==> src/rtl/ddr2_cmd_arbiter.sv <==
// ----------------------------------------------------------------------------
// ddr2_cmd_arbiter
//
// Shares the MCB port-0 command interface between a write client (input-buffer
// drain) and a read client (output-buffer fill). One command is picked by
// round-robin, held stable in the p0_cmd_* registers, issued once the MCB
// command FIFO has room, and acknowledged with a one-cycle grant. Per-client
// issue counters and a sticky stall watchdog are provided for status readout.
//
// Ports:
//   clk, reset          clock; asynchronous active-high reset
//   calib_done          MCB calibration complete, gates new arbitration
//   req_/instr_/addr_/bl_{wr,rd}   client command requests and fields
//   gnt_{wr,rd}         one-cycle pulse when the client's command is issued
//   p0_cmd_full         MCB command FIFO full (backpressure)
//   p0_cmd_en/instr/byte_addr/bl   registered MCB command strobe and fields
//   cnt_{wr,rd}         16-bit wrapping issue counters
//   stall_flag          sticky flag: STALL_LIMIT cycles stuck on a full FIFO
//   clear_stall         synchronous clear of stall_flag and the stall counter
// ----------------------------------------------------------------------------
module ddr2_cmd_arbiter #(
   parameter logic [9:0] STALL_LIMIT = 10'd1023
) (
   input  logic        clk,
   input  logic        reset,
   input  logic        calib_done,
   input  logic        req_wr,
   input  logic [2:0]  instr_wr,
   input  logic [29:0] addr_wr,
   input  logic [5:0]  bl_wr,
   output logic        gnt_wr,
   input  logic        req_rd,
   input  logic [2:0]  instr_rd,
   input  logic [29:0] addr_rd,
   input  logic [5:0]  bl_rd,
   output logic        gnt_rd,
   input  logic        p0_cmd_full,
   output logic        p0_cmd_en,
   output logic [2:0]  p0_cmd_instr,
   output logic [29:0] p0_cmd_byte_addr,
   output logic [5:0]  p0_cmd_bl,
   output logic [15:0] cnt_wr,
   output logic [15:0] cnt_rd,
   output logic        stall_flag,
   input  logic        clear_stall
);

   typedef enum logic [1:0] {S_IDLE, S_ISSUE, S_GAP} state_t;
   typedef enum logic {SEL_WR = 1'b0, SEL_RD = 1'b1} sel_t;

   state_t      state_q, state_d;
   sel_t        sel_q, sel_d;
   sel_t        last_sel_q, last_sel_d;
   logic [2:0]  instr_q, instr_d;
   logic [29:0] addr_q, addr_d;
   logic [5:0]  bl_q, bl_d;
   logic        en_q, en_d;
   logic        gnt_wr_q, gnt_wr_d;
   logic        gnt_rd_q, gnt_rd_d;
   logic [15:0] cnt_wr_q, cnt_wr_d;
   logic [15:0] cnt_rd_q, cnt_rd_d;
   logic [9:0]  stall_cnt_q, stall_cnt_d;
   logic        stall_flag_q, stall_flag_d;

   // NOTE: state registers use non-blocking assignments so every flop samples
   // the pre-edge value of the others, independent of statement order.
   always_ff @(posedge clk or posedge reset) begin
      if (reset) begin
         state_q      <= S_IDLE;
         sel_q        <= SEL_WR;
         last_sel_q   <= SEL_RD;   // wr wins the first tie after reset
         instr_q      <= '0;
         addr_q       <= '0;
         bl_q         <= '0;
         en_q         <= 1'b0;
         gnt_wr_q     <= 1'b0;
         gnt_rd_q     <= 1'b0;
         cnt_wr_q     <= '0;
         cnt_rd_q     <= '0;
         stall_cnt_q  <= '0;
         stall_flag_q <= 1'b0;
      end else begin
         state_q      <= state_d;
         sel_q        <= sel_d;
         last_sel_q   <= last_sel_d;
         instr_q      <= instr_d;
         addr_q       <= addr_d;
         bl_q         <= bl_d;
         en_q         <= en_d;
         gnt_wr_q     <= gnt_wr_d;
         gnt_rd_q     <= gnt_rd_d;
         cnt_wr_q     <= cnt_wr_d;
         cnt_rd_q     <= cnt_rd_d;
         stall_cnt_q  <= stall_cnt_d;
         stall_flag_q <= stall_flag_d;
      end
   end

   // NOTE: every signal written here gets a default first, so no path through
   // the case statement can leave one unassigned and infer a latch.
   always_comb begin
      state_d      = state_q;
      sel_d        = sel_q;
      last_sel_d   = last_sel_q;
      instr_d      = instr_q;
      addr_d       = addr_q;
      bl_d         = bl_q;
      en_d         = 1'b0;
      gnt_wr_d     = 1'b0;
      gnt_rd_d     = 1'b0;
      cnt_wr_d     = cnt_wr_q;
      cnt_rd_d     = cnt_rd_q;
      stall_cnt_d  = stall_cnt_q;
      stall_flag_d = stall_flag_q;

      case (state_q)
         S_IDLE: begin
            if (calib_done && (req_wr || req_rd)) begin
               // wr takes it when alone, or on a tie when rd went last
               if (req_wr && (!req_rd || last_sel_q == SEL_RD)) begin
                  sel_d   = SEL_WR;
                  instr_d = instr_wr;
                  addr_d  = addr_wr;
                  bl_d    = bl_wr;
               end else begin
                  sel_d   = SEL_RD;
                  instr_d = instr_rd;
                  addr_d  = addr_rd;
                  bl_d    = bl_rd;
               end
               state_d = S_ISSUE;
            end
         end
         S_ISSUE: begin
            if (!p0_cmd_full) begin
               en_d        = 1'b1;
               last_sel_d  = sel_q;
               stall_cnt_d = '0;
               state_d     = S_GAP;
               if (sel_q == SEL_WR) begin
                  gnt_wr_d = 1'b1;
                  cnt_wr_d = cnt_wr_q + 16'd1;
               end else begin
                  gnt_rd_d = 1'b1;
                  cnt_rd_d = cnt_rd_q + 16'd1;
               end
            end else begin
               if (stall_cnt_q != '1) stall_cnt_d = stall_cnt_q + 10'd1;
               if (stall_cnt_d >= STALL_LIMIT) stall_flag_d = 1'b1;
            end
         end
         S_GAP:   state_d = S_IDLE;
         default: state_d = S_IDLE;
      endcase

      // clear has priority over a same-cycle set
      if (clear_stall) begin
         stall_flag_d = 1'b0;
         stall_cnt_d  = '0;
      end
   end

   assign p0_cmd_en        = en_q;
   assign p0_cmd_instr     = instr_q;
   assign p0_cmd_byte_addr = addr_q;
   assign p0_cmd_bl        = bl_q;
   assign gnt_wr           = gnt_wr_q;
   assign gnt_rd           = gnt_rd_q;
   assign cnt_wr           = cnt_wr_q;
   assign cnt_rd           = cnt_rd_q;
   assign stall_flag       = stall_flag_q;

endmodule
==> config.mk <==
export PLATFORM = sky130hd
export DESIGN_NAME = ddr2_cmd_arbiter
export DESIGN_NICKNAME = d
export VERILOG_FILES = /design/src/rtl/ddr2_cmd_arbiter.sv
export SDC_FILE = /design/constraint.sdc
export NUM_CORES = 1
export LEC_CHECK = 0
export CAP_MARGIN = 20
export CORE_MARGIN = 2
export CORE_UTILIZATION = 25
export DETAILED_ROUTE_END_ITERATION = 8
export MAX_ROUTING_LAYER = met4
export SYNTH_ARGS = -nofsm -noshare
export SYNTH_HDL_FRONTEND = slang
export SYNTH_SLANG_ARGS = --single-unit
==> constraint.sdc <==
create_clock -name clk -period 3.1 [get_ports clk]
set_clock_uncertainty 0.15 [all_clocks]
set_input_delay 0.31 -clock clk [delete_from_list [all_inputs] [get_ports clk]]
set_output_delay 0.31 -clock clk [all_outputs]
set_load 0.01 [all_outputs]
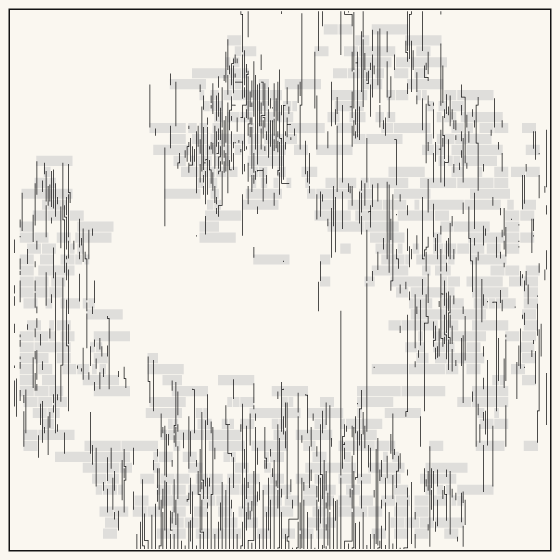
Fig. 1. Metal 2 (run 1).
Cells faint in the background.
- longest straight run: 46.9 um
- nets with wire on the layer: 543
- share of all routed wire: 48%
- wire length on this layer: 5170 um
- main direction: vertical

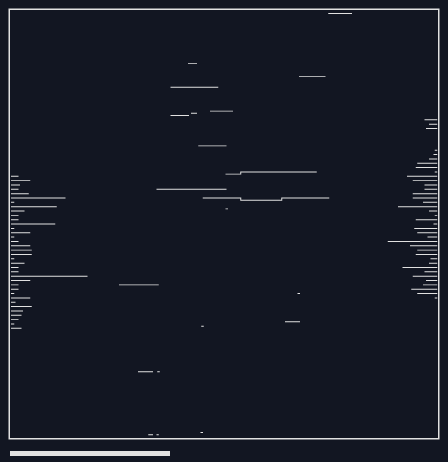
Fig. 2. M3 wires (run 1).
The bar under the picture is 50 um long.
- longest straight run: 23.7 um
- main direction: horizontal

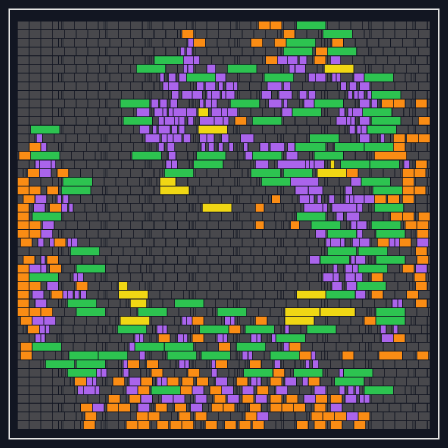
Fig. 3. Cell classes on the final placement (run 1).
Fill, decap, tap and diode cells in gray.
- green: flops (cells 89; share of their area 36%)
- yellow: clock drivers and dummy loads (cells 16; share of their area 5.4%)
- orange: other buffers and delay cells (cells 165; share of their area 27%)
- purple: combinational and other logic (cells 284; share of their area 31%)

==> run_results.csv, run 1 <==
group,metric,value,unit
outcome,status,"finished, final reports clean",
clock_tree,clk_pin_slew,0.06,ns
yosys,top_cells_by_area,"dfrtp_1, mux2i_1, a21oi_1",
final_timing,finalClockPeriodUsage,73.4,%
final_timing,layout_setup_ws,0.826,ns
final_layout,mostFrequentLayoutCell,"clkdlybuf4s50_1",
die,taps,220,
final_timing,fmax,0.440,GHz
final_layout,layout_top_cells,"clkdlybuf4s50_1, dfrtp_1, nor2_1",
clock_tree,clock.latency.late_pin,0.34,ns
final_layout,flops,89,
clock_tree,post_cts_buffers,0,
final_layout,multi_input_comb_cells,278,
placed_design,dpl.cell_count,757,
detailed_routing,vias,3482,
die,die_y,134,um
yosys,ys_sh_simple,16.6,%
final_timing,maxSlewHeadroom,62.5,%
flow_run,drv_cap,0,
detailed_routing,topRoutingLayerUsed,"met4",
placed_design,placed_area,6040,um2
global_routing,antenna_found_initial,0,
detailed_routing,met1_length,4740,um
final_layout,comb_share,29.2,%
power_and_ir_drop,p_switching,1.20,mW
placed_design,place_congestion,0.851,
clock_tree,cts-buffers-inserted,9,
final_timing,setup_violations,0,
final_timing,drv_slew,0,
power_and_ir_drop,power,4.11,mW
critical_path,crit_path_end_kind,"flip-flop",
detailed_routing,ant_nets,0,
yosys,synth.cell_area,4230,um2
power_and_ir_drop,ir_worst_vdd,0.000384,V
critical_path,crit_buf_inv,0,
Fig. 4: run 1, I/O nets highlighted
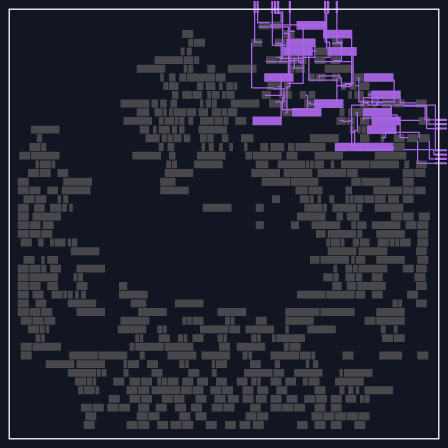

--- run 2 (diff from run 1) ---
Clock period 3.1 ns to 2.4 ns, I/O delays scaled along.
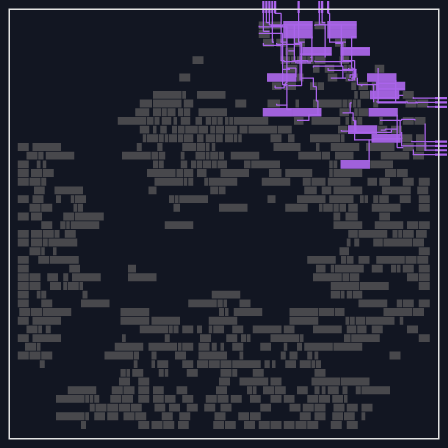
Fig. 5. I/O nets highlighted (run 2).
- purple: cnt_rd (bits 16; direction output; end cells 16; buffers 16; wire 659 um)

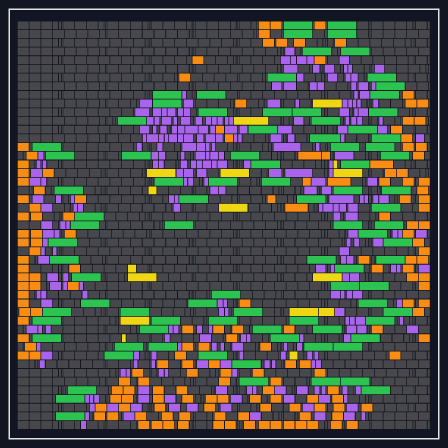
Fig. 6. Cell classes on the final placement (run 2).
Fill, decap, tap and diode cells in gray.
- orange: other buffers and delay cells (cells 168; share of their area 28%)
- purple: combinational and other logic (cells 284; share of their area 31%)
- yellow: clock drivers and dummy loads (cells 16; share of their area 4.9%)
- green: flops (cells 89; share of their area 36%)

==> run 2 against run 1 <==
Cell area increased by 0.16%; die size unchanged; utilization increased by 0.061 points; critical endpoint unchanged; highest routed layer unchanged.
==> run_results.csv, run 2 <==
group,metric,value,unit
outcome,status,"finished, final reports clean",
final_timing,maxSlewHeadroom,69.1,%
power_and_ir_drop,ir_worst_vdd,0.000401,V
final_timing,setup_violations,0,
critical_path,crit_buf_inv,0,
clock_tree,post_cts_buffers,0,
die,taps,220,
power_and_ir_drop,p_switching,1.56,mW
final_layout,comb_share,29.2,%
detailed_routing,topRoutingLayerUsed,"met4",
detailed_routing,met1_length,4830,um
global_routing,grt_start_max_net_pins,55,
placed_design,placed_area,6110,um2
detailed_routing,vias,3474,
final_timing,finalClockPeriodUsage,93.4,%
placed_design,place_congestion,0.867,
final_layout,mostFrequentLayoutCell,"clkdlybuf4s50_1",
yosys,top_cells_by_area,"dfrtp_1, mux2i_1, a21oi_1",
die,die_y,134,um
clock_tree,clock.latency.late_pin,0.34,ns
placed_design,dpl.cell_count,761,
detailed_routing,vias_per_cell,4.47,
clock_tree,cts-buffers-inserted,9,
final_layout,multi_input_comb_cells,278,
final_layout,clk_share,4.67,%
final_timing,layout_setup_ws,0.158,ns
yosys,synth.cell_area,4230,um2
detailed_routing,ant_nets,0,
flow_run,drv_cap,0,
yosys,ys_sh_simple,16.6,%
final_timing,fmax,0.446,GHz
final_timing,drv_slew,0,
die,die_area,18000,um2
yosys,synth_flops,89,
clock_tree,clk_pin_slew,0.07,ns
final_layout,flops,89,
final_layout,clkbuf_count,12,
--- run 3 (diff from run 2) ---
Settings changed: ABC_CLOCK_PERIOD_IN_PS from default to 2400.
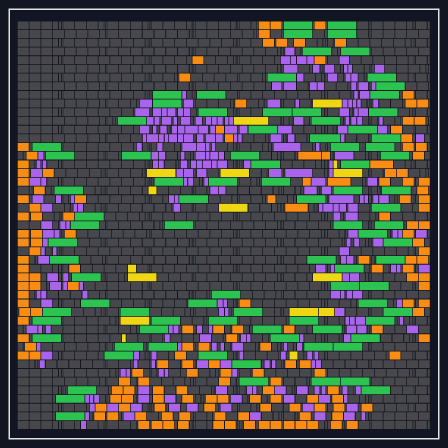
Fig. 7. Cell classes on the final placement (run 3).
Fill, decap, tap and diode cells in gray.
- orange: other buffers and delay cells (cells 168; share of their area 28%)
- yellow: clock drivers and dummy loads (cells 16; share of their area 4.9%)
- green: flops (cells 89; share of their area 36%)
- purple: combinational and other logic (cells 284; share of their area 31%)

==> run 3 against run 2 <==
Critical path depth did not move; cell area did not move; first-iteration DRC count did not move; worst hold slack did not move; combinational power barely moved; synthesized cell count did not move; final cell count did not move; largest cell class unchanged; largest power group unchanged; routed wire length did not move; global-route usage did not move; area after synthesis did not move; count of clock-buffer cells in the layout did not move.
==> run_results.csv, run 3 <==
group,metric,value,unit
final_timing,drv_slew,0,
critical_path,crit_buf_inv,0,
yosys,synth_flops,89,
final_layout,flops,89,
outcome,status,"finished, final reports clean",
placed_design,placed_area,6110,um2
yosys,synth.cell_area,4230,um2
final_timing,finalClockPeriodUsage,93.4,%
detailed_routing,topRoutingLayerUsed,"met4",
die,taps,220,
final_timing,maxSlewHeadroom,69.1,%
detailed_routing,met1_length,4830,um
final_timing,setup_violations,0,
detailed_routing,vias_per_cell,4.47,
final_timing,layout_setup_ws,0.158,ns
final_layout,mostFrequentLayoutCell,"clkdlybuf4s50_1",
clock_tree,clock.latency.late_pin,0.34,ns
flow_run,drv_cap,0,
placed_design,dpl.cell_count,761,
final_layout,clkbuf_count,12,
yosys,ys_sh_simple,16.6,%
power_and_ir_drop,p_switching,1.56,mW
die,die_area,18000,um2
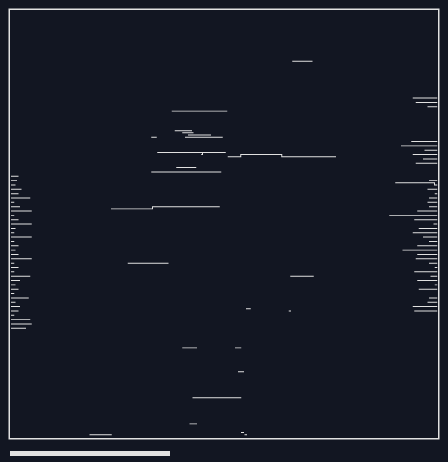
Fig. 8. M3 wires (run 3).
The bar under the picture is 50 um long.
- main direction: horizontal
- nets with wire on the layer: 89
- longest straight run: 21.6 um

Power and IR drop assume default switching activity.
